[src/rtl/cpu_pkg.sv]
// Shared decode constants for the fetch/decode pipeline.
//   - Opcode and R-type funct encodings for the supported instruction set.
//   - ALU operation and fetch-redirect (BranchCtr) encodings.
//   - ID/EX control bundle type and the canonical NOP word.
package cpu_pkg;

  localparam logic [5:0] OP_RTYPE = 6'h00;
  localparam logic [5:0] OP_J     = 6'h02;
  localparam logic [5:0] OP_BEQ   = 6'h04;
  localparam logic [5:0] OP_BNE   = 6'h05;
  localparam logic [5:0] OP_ADDI  = 6'h08;
  localparam logic [5:0] OP_LW    = 6'h23;
  localparam logic [5:0] OP_SW    = 6'h2B;

  localparam logic [5:0] FN_ADD = 6'h20;
  localparam logic [5:0] FN_SUB = 6'h22;
  localparam logic [5:0] FN_AND = 6'h24;
  localparam logic [5:0] FN_OR  = 6'h25;
  localparam logic [5:0] FN_SLT = 6'h2A;

  localparam logic [31:0] NOP_INSTR = 32'd0;

  typedef enum logic [2:0] {
    ALU_ADD = 3'd0,
    ALU_SUB = 3'd1,
    ALU_AND = 3'd2,
    ALU_OR  = 3'd3,
    ALU_SLT = 3'd4
  } alu_op_e;

  typedef enum logic [2:0] {
    BR_NONE   = 3'd0,
    BR_BRANCH = 3'd1,
    BR_JUMP   = 3'd2
  } br_ctr_e;

  typedef struct packed {
    logic    valid;
    alu_op_e alu_op;
    logic    alu_src;
    logic    reg_write;
    logic    mem_read;
    logic    mem_write;
  } de_ctrl_t;

endpackage

[src/rtl/instruction_decode_if.sv]
// Bundle of all non-clock signals around the decode stage.
//   master : environment side (fetch + writeback drive PC/IR/WB_*, consume outputs)
//   slave  : decode stage side
// Signals: PC, IR, WB_RegWrite, WB_Rd, WB_Data (to decode);
//          BranchCtr, BranchAddr (to fetch); DE_* and Illegal (to execute).
interface instruction_decode_if #(
  parameter int DATA_W   = 32,
  parameter int RF_DEPTH = 32
);
  localparam int IDX_W = $clog2(RF_DEPTH);

  logic [DATA_W-1:0] PC;
  logic [DATA_W-1:0] IR;
  logic              WB_RegWrite;
  logic [IDX_W-1:0]  WB_Rd;
  logic [DATA_W-1:0] WB_Data;

  logic [2:0]        BranchCtr;
  logic [DATA_W-1:0] BranchAddr;

  logic [DATA_W-1:0] DE_PC;
  logic [DATA_W-1:0] DE_RsData;
  logic [DATA_W-1:0] DE_RtData;
  logic [DATA_W-1:0] DE_Imm;
  logic [IDX_W-1:0]  DE_Rd;
  logic [2:0]        DE_ALUOp;
  logic              DE_ALUSrc;
  logic              DE_RegWrite;
  logic              DE_MemRead;
  logic              DE_MemWrite;
  logic              DE_Valid;
  logic              Illegal;

  modport master (
    output PC, IR, WB_RegWrite, WB_Rd, WB_Data,
    input  BranchCtr, BranchAddr,
    input  DE_PC, DE_RsData, DE_RtData, DE_Imm, DE_Rd, DE_ALUOp, DE_ALUSrc,
    input  DE_RegWrite, DE_MemRead, DE_MemWrite, DE_Valid, Illegal
  );

  modport slave (
    input  PC, IR, WB_RegWrite, WB_Rd, WB_Data,
    output BranchCtr, BranchAddr,
    output DE_PC, DE_RsData, DE_RtData, DE_Imm, DE_Rd, DE_ALUOp, DE_ALUSrc,
    output DE_RegWrite, DE_MemRead, DE_MemWrite, DE_Valid, Illegal
  );
endinterface

[src/rtl/instruction_decode_regfile.sv]
// register_file: 2-read / 1-write architectural register file.
//   clk, rst_n        : clock, async active-low reset (clears every register)
//   i_rs_idx/i_rt_idx : asynchronous read indices
//   o_rs_data/o_rt_data : read data, with same-cycle writeback bypass
//   i_wr_en/i_wr_idx/i_wr_data : write port, committed on rising clk
// Register 0 is hardwired to zero: writes are dropped and reads return 0.
module register_file #(
  parameter int DATA_W   = 32,
  parameter int RF_DEPTH = 32
) (
  input  logic                       clk,
  input  logic                       rst_n,
  input  logic [$clog2(RF_DEPTH)-1:0] i_rs_idx,
  input  logic [$clog2(RF_DEPTH)-1:0] i_rt_idx,
  input  logic                       i_wr_en,
  input  logic [$clog2(RF_DEPTH)-1:0] i_wr_idx,
  input  logic [DATA_W-1:0]          i_wr_data,
  output logic [DATA_W-1:0]          o_rs_data,
  output logic [DATA_W-1:0]          o_rt_data
);
  localparam int IDX_W = $clog2(RF_DEPTH);

  logic [DATA_W-1:0] r_regs [RF_DEPTH];
  logic              w_wr_live;

  assign w_wr_live = i_wr_en && (i_wr_idx != '0);

  always_ff @(posedge clk or negedge rst_n) begin
    if (!rst_n) begin
      for (int unsigned i = 0; i < RF_DEPTH; i++) begin
        r_regs[i] <= '0;
      end
    end else if (w_wr_live) begin
      r_regs[i_wr_idx] <= i_wr_data;
    end
  end

  // Bypass lets decode see a value being written back in the same cycle.
  function automatic logic [DATA_W-1:0] read_port(input logic [IDX_W-1:0] idx);
    if (idx == '0)
      return '0;
    else if (w_wr_live && (idx == i_wr_idx))
      return i_wr_data;
    else
      return r_regs[idx];
  endfunction

  always_comb begin
    o_rs_data = read_port(i_rs_idx);
    o_rt_data = read_port(i_rt_idx);
  end

endmodule

[src/rtl/instruction_decode.sv]
// instruction_decode: second pipeline stage, downstream of fetch.
//   clk, rst_n : clock, async active-low reset
//   bus        : slave side of instruction_decode_if
//                in : PC (IR address + 4), IR, WB_RegWrite/WB_Rd/WB_Data
//                out: BranchCtr/BranchAddr redirect to fetch (registered),
//                     DE_* ID/EX pipeline register, sticky Illegal flag
// beq/bne/j are resolved here; the sequential instruction fetched behind a
// taken redirect is squashed to a bubble for one cycle.
module instruction_decode
  import cpu_pkg::*;
#(
  parameter int DATA_W   = 32,
  parameter int RF_DEPTH = 32
) (
  input logic                 clk,
  input logic                 rst_n,
  instruction_decode_if.slave bus
);
  localparam int IDX_W = $clog2(RF_DEPTH);

  logic [5:0]        w_op;
  logic [5:0]        w_funct;
  logic [IDX_W-1:0]  w_rs_idx;
  logic [IDX_W-1:0]  w_rt_idx;
  logic [IDX_W-1:0]  w_rd_idx;
  logic [DATA_W-1:0] w_imm;
  logic [DATA_W-1:0] w_rs_data;
  logic [DATA_W-1:0] w_rt_data;
  logic [DATA_W-1:0] w_br_target;
  logic [DATA_W-1:0] w_j_target;
  logic              w_unused_shamt;

  de_ctrl_t          w_ctl;
  logic [IDX_W-1:0]  w_de_rd;
  br_ctr_e           w_br_ctr;
  logic [DATA_W-1:0] w_br_addr;
  logic              w_illegal;

  de_ctrl_t          r_ctl;
  logic [DATA_W-1:0] r_pc;
  logic [DATA_W-1:0] r_rs;
  logic [DATA_W-1:0] r_rt;
  logic [DATA_W-1:0] r_imm;
  logic [IDX_W-1:0]  r_rd;
  br_ctr_e           r_br_ctr;
  logic [DATA_W-1:0] r_br_addr;
  logic              r_squash;
  logic              r_illegal;

  assign w_op           = bus.IR[31:26];
  assign w_funct        = bus.IR[5:0];
  assign w_rs_idx       = bus.IR[21 +: IDX_W];
  assign w_rt_idx       = bus.IR[16 +: IDX_W];
  assign w_rd_idx       = bus.IR[11 +: IDX_W];
  assign w_unused_shamt = ^bus.IR[10:6];

  assign w_imm       = {{(DATA_W-16){bus.IR[15]}}, bus.IR[15:0]};
  assign w_br_target = bus.PC + (w_imm << 2);
  assign w_j_target  = {bus.PC[DATA_W-1 -: 4], bus.IR[25:0], 2'b00};

  register_file #(
    .DATA_W   (DATA_W),
    .RF_DEPTH (RF_DEPTH)
  ) u_rf (
    .clk       (clk),
    .rst_n     (rst_n),
    .i_rs_idx  (w_rs_idx),
    .i_rt_idx  (w_rt_idx),
    .i_wr_en   (bus.WB_RegWrite),
    .i_wr_idx  (bus.WB_Rd),
    .i_wr_data (bus.WB_Data),
    .o_rs_data (w_rs_data),
    .o_rt_data (w_rt_data)
  );

  // Branches and jumps travel down as valid slots with every execute
  // control cleared; only the redirect carries their effect.
  always_comb begin
    w_ctl     = '0;
    w_de_rd   = '0;
    w_br_ctr  = BR_NONE;
    w_br_addr = w_br_target;
    w_illegal = 1'b0;
    if (!r_squash && (bus.IR != NOP_INSTR)) begin
      case (w_op)
        OP_RTYPE: begin
          w_ctl.valid     = 1'b1;
          w_ctl.reg_write = 1'b1;
          w_de_rd         = w_rd_idx;
          case (w_funct)
            FN_ADD:  w_ctl.alu_op = ALU_ADD;
            FN_SUB:  w_ctl.alu_op = ALU_SUB;
            FN_AND:  w_ctl.alu_op = ALU_AND;
            FN_OR:   w_ctl.alu_op = ALU_OR;
            FN_SLT:  w_ctl.alu_op = ALU_SLT;
            default: begin
              w_ctl     = '0;
              w_de_rd   = '0;
              w_illegal = 1'b1;
            end
          endcase
        end
        OP_ADDI: begin
          w_ctl.valid     = 1'b1;
          w_ctl.alu_src   = 1'b1;
          w_ctl.reg_write = 1'b1;
          w_de_rd         = w_rt_idx;
        end
        OP_LW: begin
          w_ctl.valid     = 1'b1;
          w_ctl.alu_src   = 1'b1;
          w_ctl.reg_write = 1'b1;
          w_ctl.mem_read  = 1'b1;
          w_de_rd         = w_rt_idx;
        end
        OP_SW: begin
          w_ctl.valid     = 1'b1;
          w_ctl.alu_src   = 1'b1;
          w_ctl.mem_write = 1'b1;
        end
        OP_BEQ: begin
          w_ctl.valid = 1'b1;
          if (w_rs_data == w_rt_data) w_br_ctr = BR_BRANCH;
        end
        OP_BNE: begin
          w_ctl.valid = 1'b1;
          if (w_rs_data != w_rt_data) w_br_ctr = BR_BRANCH;
        end
        OP_J: begin
          w_ctl.valid = 1'b1;
          w_br_ctr    = BR_JUMP;
          w_br_addr   = w_j_target;
        end
        default: w_illegal = 1'b1;
      endcase
    end
  end

  // squash follows BranchCtr by construction: it is set on the edge that
  // registers a redirect, and the squashed slot can never redirect, so it
  // self-clears on the following edge.
  always_ff @(posedge clk or negedge rst_n) begin
    if (!rst_n) begin
      r_ctl     <= '0;
      r_pc      <= '0;
      r_rs      <= '0;
      r_rt      <= '0;
      r_imm     <= '0;
      r_rd      <= '0;
      r_br_ctr  <= BR_NONE;
      r_br_addr <= '0;
      r_squash  <= 1'b0;
      r_illegal <= 1'b0;
    end else begin
      r_ctl     <= w_ctl;
      r_pc      <= bus.PC;
      r_rs      <= w_rs_data;
      r_rt      <= w_rt_data;
      r_imm     <= w_imm;
      r_rd      <= w_de_rd;
      r_br_ctr  <= w_br_ctr;
      if (w_br_ctr != BR_NONE) r_br_addr <= w_br_addr;
      r_squash  <= (w_br_ctr != BR_NONE);
      r_illegal <= r_illegal | w_illegal;
    end
  end

  assign bus.BranchCtr   = r_br_ctr;
  assign bus.BranchAddr  = r_br_addr;
  assign bus.DE_PC       = r_pc;
  assign bus.DE_RsData   = r_rs;
  assign bus.DE_RtData   = r_rt;
  assign bus.DE_Imm      = r_imm;
  assign bus.DE_Rd       = r_rd;
  assign bus.DE_ALUOp    = r_ctl.alu_op;
  assign bus.DE_ALUSrc   = r_ctl.alu_src;
  assign bus.DE_RegWrite = r_ctl.reg_write;
  assign bus.DE_MemRead  = r_ctl.mem_read;
  assign bus.DE_MemWrite = r_ctl.mem_write;
  assign bus.DE_Valid    = r_ctl.valid;
  assign bus.Illegal     = r_illegal;

endmodule
[src/flat_wrapper.sv]
// flat-port wrapper written by rule: the top's interface ports become plain ports
module instruction_decode_flat import cpu_pkg::*;
#(
  parameter int DATA_W   = 32,
  parameter int RF_DEPTH = 32
)
  (clk, rst_n, bus_PC, bus_IR, bus_WB_RegWrite, bus_WB_Rd, bus_WB_Data, bus_BranchCtr, bus_BranchAddr, bus_DE_PC, bus_DE_RsData, bus_DE_RtData, bus_DE_Imm, bus_DE_Rd, bus_DE_ALUOp, bus_DE_ALUSrc, bus_DE_RegWrite, bus_DE_MemRead, bus_DE_MemWrite, bus_DE_Valid, bus_Illegal);
  instruction_decode_if #(.DATA_W(DATA_W), .RF_DEPTH(RF_DEPTH)) bus_i ();
  input logic clk;
  input logic rst_n;
  input wire logic [$bits(bus_i.PC)-1:0] bus_PC;
  input wire logic [$bits(bus_i.IR)-1:0] bus_IR;
  input wire logic [$bits(bus_i.WB_RegWrite)-1:0] bus_WB_RegWrite;
  input wire logic [$bits(bus_i.WB_Rd)-1:0] bus_WB_Rd;
  input wire logic [$bits(bus_i.WB_Data)-1:0] bus_WB_Data;
  output wire logic [$bits(bus_i.BranchCtr)-1:0] bus_BranchCtr;
  output wire logic [$bits(bus_i.BranchAddr)-1:0] bus_BranchAddr;
  output wire logic [$bits(bus_i.DE_PC)-1:0] bus_DE_PC;
  output wire logic [$bits(bus_i.DE_RsData)-1:0] bus_DE_RsData;
  output wire logic [$bits(bus_i.DE_RtData)-1:0] bus_DE_RtData;
  output wire logic [$bits(bus_i.DE_Imm)-1:0] bus_DE_Imm;
  output wire logic [$bits(bus_i.DE_Rd)-1:0] bus_DE_Rd;
  output wire logic [$bits(bus_i.DE_ALUOp)-1:0] bus_DE_ALUOp;
  output wire logic [$bits(bus_i.DE_ALUSrc)-1:0] bus_DE_ALUSrc;
  output wire logic [$bits(bus_i.DE_RegWrite)-1:0] bus_DE_RegWrite;
  output wire logic [$bits(bus_i.DE_MemRead)-1:0] bus_DE_MemRead;
  output wire logic [$bits(bus_i.DE_MemWrite)-1:0] bus_DE_MemWrite;
  output wire logic [$bits(bus_i.DE_Valid)-1:0] bus_DE_Valid;
  output wire logic [$bits(bus_i.Illegal)-1:0] bus_Illegal;
  assign bus_i.PC = bus_PC;
  assign bus_i.IR = bus_IR;
  assign bus_i.WB_RegWrite = bus_WB_RegWrite;
  assign bus_i.WB_Rd = bus_WB_Rd;
  assign bus_i.WB_Data = bus_WB_Data;
  assign bus_BranchCtr = bus_i.BranchCtr;
  assign bus_BranchAddr = bus_i.BranchAddr;
  assign bus_DE_PC = bus_i.DE_PC;
  assign bus_DE_RsData = bus_i.DE_RsData;
  assign bus_DE_RtData = bus_i.DE_RtData;
  assign bus_DE_Imm = bus_i.DE_Imm;
  assign bus_DE_Rd = bus_i.DE_Rd;
  assign bus_DE_ALUOp = bus_i.DE_ALUOp;
  assign bus_DE_ALUSrc = bus_i.DE_ALUSrc;
  assign bus_DE_RegWrite = bus_i.DE_RegWrite;
  assign bus_DE_MemRead = bus_i.DE_MemRead;
  assign bus_DE_MemWrite = bus_i.DE_MemWrite;
  assign bus_DE_Valid = bus_i.DE_Valid;
  assign bus_Illegal = bus_i.Illegal;
  instruction_decode #(.DATA_W(DATA_W), .RF_DEPTH(RF_DEPTH)) u_core (.clk(clk), .rst_n(rst_n), .bus(bus_i));
endmodule
[config.mk]
export PLATFORM = sky130hd
export DESIGN_NAME = instruction_decode_flat
export DESIGN_NICKNAME = d
export VERILOG_FILES = /design/src/rtl/cpu_pkg.sv /design/src/rtl/instruction_decode_if.sv /design/src/rtl/instruction_decode_regfile.sv /design/src/rtl/instruction_decode.sv /design/src/flat_wrapper.sv
export SDC_FILE = /design/constraint.sdc
export NUM_CORES = 2
export LEC_CHECK = 0
export CAP_MARGIN = 5
export CORE_AREA = 3 3 332 334
export CTS_CLUSTER_DIAMETER = 50
export CTS_CLUSTER_SIZE = 16
export DETAILED_ROUTE_END_ITERATION = 7
export DIE_AREA = 0 0 335 337
export PLACE_DENSITY = 0.76
export RECOVER_POWER = 100
export SKIP_LAST_GASP = 1
export SLEW_MARGIN = 20
export SYNTH_ARGS = -nofsm -noshare
export SYNTH_HDL_FRONTEND = slang
export SYNTH_HIERARCHICAL = 1
export SYNTH_SLANG_ARGS = --single-unit
[constraint.sdc]
create_clock -name clk -period 10.6 [get_ports clk]
set_input_delay 1.59 -clock clk [delete_from_list [all_inputs] [get_ports clk]]
set_output_delay 1.59 -clock clk [all_outputs]
set_load 0.02 [all_outputs]
==> results.rst <==
Run summary
-----------

.. list-table::
   :header-rows: 1

   * - Metric
     - Value
   * - Vias in the first global route
     - between 40000 and 50000
   * - Measured slew at the worst slew-check pin
     - between 6 and 7 ns
   * - Share of the cycle needed by the critical path after routing
     - approximately 84%
   * - Proportion of cell area occupied by registers
     - a little over two fifths
   * - Power density over the cells
     - between 150 and 200 nW/um^2
   * - CP Cell Sequence
     - dlygate4sd3_1 > nor3_1 > nand2_1 > nand3_1 > nor2_1 > clkbuf_1 > nor3_1 > nor3_1 > xnor2_1 > nand4_1 > nor4_2 > a31oi_1 > o31ai_4 > buf_4 > inv_2 > and3_1 > mux2_2 > a221o_1
   * - Total clock buffers created by CTS
     - around 130
   * - Run status
     - finished with violations
   * - Total cells reported by yosys after synthesis
     - 4653
   * - Max-slew violation total from the final report
     - ~1200
   * - Setup slack of the most critical reg-to-reg path
     - just over 5 ns
   * - Share of power burned in combinational logic
     - roughly a fifth
   * - H-tree level count
     - 4
   * - Period minus WS final
     - 8.92 ns
   * - Total number of yosys warnings
     - 6
   * - Critical Path AT
     - about 9.6 ns
   * - Share of cell area taken by multi-input logic gates
     - between 40% and 50%
   * - First-pass iteration count of the detailed router
     - 5
   * - Worst setup skew after layout
     - 0.0290 ns
   * - Clock latency on the worst-skew pair
     - 0.76 ns
   * - Seq Cell Count
     - between 1000 and 1500
   * - Drt drc
     - 0
   * - CP Depth
     - 18
   * - Fa+ha+maj area frac
     - less than 1%
   * - Cts hold-fix bufs
     - 0
   * - Total of buffers placed on input and output ports
     - around 280
   * - Pwr top
     - registers
   * - Number of cell rows
     - roughly 120
   * - Clk tree area frac
     - roughly 6.5%
   * - Violated checks
     - max-capacitance violations, max-slew violations
   * - Area share of xor/xnor cells in the synthesized design
     - 0.860%
   * - Net count after synthesis
     - about 4800
   * - Seq power
     - about 6000 uW
   * - Setup TNS
     - 0 ns
   * - Most congested layer reported by global routing
     - met2
   * - Yosys Chip Area
     - 63100 um^2
   * - Worst endpoint required time
     - 11.23 ns
   * - Horizontal extent of the die
     - 335 um
   * - Share of synthesized area occupied by flip-flops and latches
     - a little under half
   * - Routed WL
     - about 210000 um
   * - Clock network fraction of design power
     - between 30% and 40%
   * - Element type at the critical path end
     - flip-flop
   * - Library cell used as clock root buffer
     - clkbuf_16
   * - Delay-heaviest family, CP
     - simple AND/OR/NAND/NOR gates
   * - Uppermost routed layer
     - met5
   * - Met3 usage
     - roughly 12%
   * - Power Internal
     - ~9700 uW
   * - Final worst setup slack
     - 1.68 ns
   * - Endpoint of the worst hold path
     - u_core/u_rf/r_regs[995]
   * - Overall Power
     - 13700 uW
   * - Syn Inst Count
     - between 4000 and 5000
   * - Layout buffering overhead excluding clock cells
     - under 10%
   * - Post-Layout Inst Area
     - just over 70000 um^2
   * - Floorplan utilization
     - 58.9%
   * - Worst Path Max Fanout
     - 28
   * - Average cell area after synthesis
     - around 14 um^2
   * - Biggest area consumer among synthesized cells
     - dfrtp_1
   * - Switching power share of the total
     - 29.2%
   * - Wire length of the first global-routing pass
     - 304000 um
   * - Distinct lib cells used
     - between 80 and 90
   * - Total length of routed met2 wires
     - around 90000 um
   * - Number of synthesized register bits
     - roughly 1200
   * - Clock tree from TritonCTS
     - yes
   * - Startpoint types
     - primary input
   * - Proportion of register bits with asynchronous set or reset after synthesis
     - 100%
   * - Number of cells upsized or downsized after cts
     - 0
   * - Number of violations of the max-capacitance limit
     - between 50 and 60
   * - Dpl hpwl
     - approximately 130000 um
   * - OpenROAD warnings
     - 39
   * - Worst r2r src
     - u_core/u_rf/r_regs[660]
   * - Final count of negative-setup-slack endpoints
     - 0
   * - Buffers plus inverters on the worst setup path
     - 4
   * - Predominant post-synthesis flop cell
     - dfrtp_1
   * - Footprint of the flip-flops and latches
     - ~30000 um^2
   * - Total Die Area
     - between 100000 and 150000 um^2
   * - Final RePlAce weighted congestion
     - around 0.94
   * - Clock slew seen by the registers of the worst setup and hold paths
     - around 0.060 ns
   * - Post-detailed-route via-to-cell ratio
     - between 7 and 8
   * - Startpoint of the lowest-slack hold path
     - u_core/u_rf/r_regs[995]
   * - Biggest area contributors in the synthesized netlist
     - dfrtp_1 (47%), mux2_2 (18%), mux4_2 (12%)
   * - Endpoint of the lowest-slack register-to-register path
     - u_core/bus.BranchAddr[24]
   * - Pin count of the biggest net entering global routing
     - ~170
   * - Hold path depth
     - 0
   * - Maximum vdd ir drop
     - roughly 0.16 mV
   * - Number of signal-net inverters in the final layout
     - 33
   * - GRT overflow
     - 0
   * - Sequential Power Share
     - a little over two fifths
   * - Leakage
     - approximately 0.031 uW
   * - Count of flip-flops with a built-in enable after synthesis
     - 0
   * - Critical path endpoint
     - u_core/bus.BranchAddr[24]
   * - Proportion of synthesized area in mux cells
     - roughly 36%
   * - Total cell area at the placement stage
     - 66500 um^2
   * - Number of antenna violations at the first check in global routing
     - 16
   * - Number of vias in the routed layout
     - 44800
   * - Worst slew margin relative to its limit
     - -333%
   * - Biggest cell delay along the critical path
     - about 1.5 ns
   * - Largest family of logic cells by area
     - multiplexers
   * - Count of boundary I/O pins
     - between 200 and 300
   * - AND-OR/OR-AND Cells, Area Fraction
     - between 6 and 7%
   * - Maximum operating frequency
     - about 0.11 GHz
   * - Ant diodes
     - 11
   * - Total number of nets in the final design
     - just under 5000
   * - Power attributed to combinational cells
     - about 2900 uW
   * - Routing usage on met1
     - roughly 48%
   * - Non-filler instance count after layout
     - around 6200
   * - Count of multi-input combinational gates
     - a little under 3000
   * - Hold Slack
     - around 0.40 ns
   * - Buffers inserted during post-CTS setup optimization
     - 0
   * - Number of non-clock buffers
     - approximately 420
   * - Setup WS pre-CTS
     - approximately 2.9 ns
   * - Clock net sink count
     - 1185
   * - Critical path start-end classification
     - in -> reg
   * - Most used cell, CP
     - nor3_1
   * - Cell count after placement
     - 5989
   * - Critical Path Source
     - bus_WB_Rd[3]
   * - Routed length on met1
     - roughly 77000 um
   * - Post-Synth Simple-Gate Area
     - between 4 and 5%
   * - Area Overhead vs Synth
     - 12.0%
   * - Clock buffer count
     - between 150 and 200
   * - Worst hold-check path type
     - reg -> reg
[registers in the layout (all words and copies together) (netlist names), 3 cells and up]
register	count
u_core/bus.DE_ALUOp	3
u_core/u_rf/r_regs	1024
u_core/bus.DE_Rd	5
u_core/bus.DE_PC	32
u_core/bus.DE_RtData	32
u_core/bus.BranchAddr	32
u_core/bus.DE_Imm	16
u_core/bus.DE_RsData	32
[worst register-to-register path, stage by stage, from the launching register on]
cell	delay (ns)
dfrtp_1	0.40
mux4_4	0.59
mux4_2	0.52
nor2b_1	0.18
a221o_1	0.36
xnor2_1	0.44
nand4_1	0.31
nor4_2	0.47
a31oi_1	0.44
o31ai_4	0.34
buf_4	0.29
inv_2	0.27
and3_1	0.27
mux2_2	0.26
a221o_1	0.26
Fig. 1: close-up of the layout
Region (152, 86) to (182, 116) um. Cells in gray, sequential cells in the stronger gray; small squares are vias.
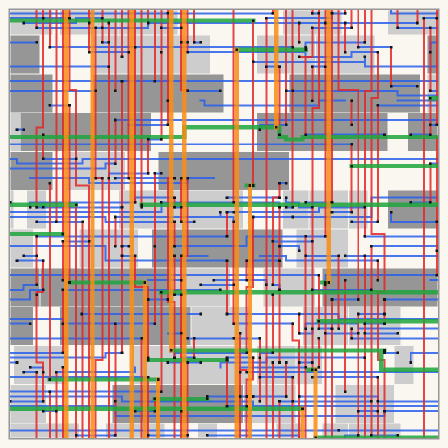
[met1] blue
[met4] orange
[met2] red
[met3] green
netlist names of flops here include: u_core/u_rf/r_regs (10)
most frequent: mux2_2 (13), dfrtp_1 (10), mux2i_1 (6)
sequential cells in the window: 10
cells with their middle in the window: 41

Fig. 2: gate-type map
(1.5 px per um)
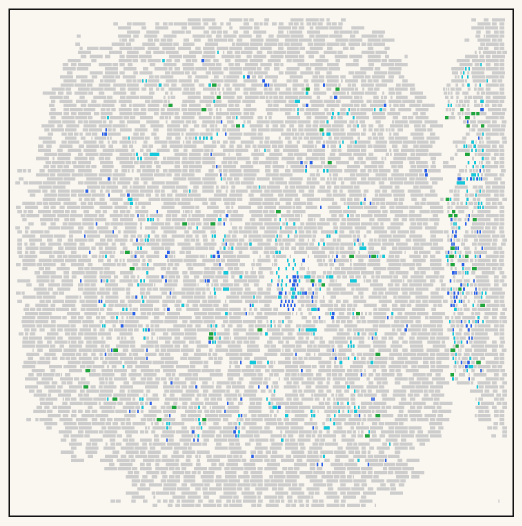
[NOR gates] cyan | cells: 299
[AND-OR and OR-AND gates] green | cells: 56
[NAND gates] blue | cells: 202

Fig. 3: signal wires on met4
(1.5 px per um) Supply wires on this layer in gray.
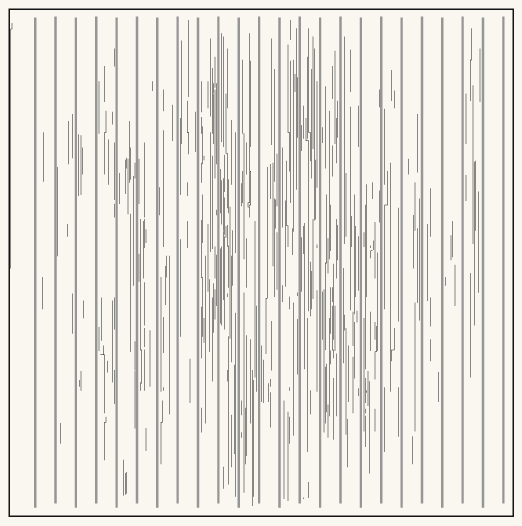
wire length on this layer: 12900 um
longest straight run: 159 um
main direction: vertical
nets with wire on the layer: 169

Fig. 4: routing congestion map
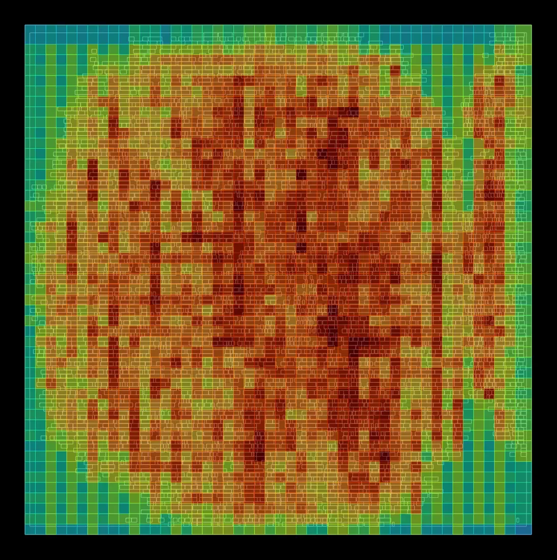
fraction of met2 tracks used by global routing: 55.0%
routed len/inst: 33.3 um

Power and IR drop assume default switching activity.
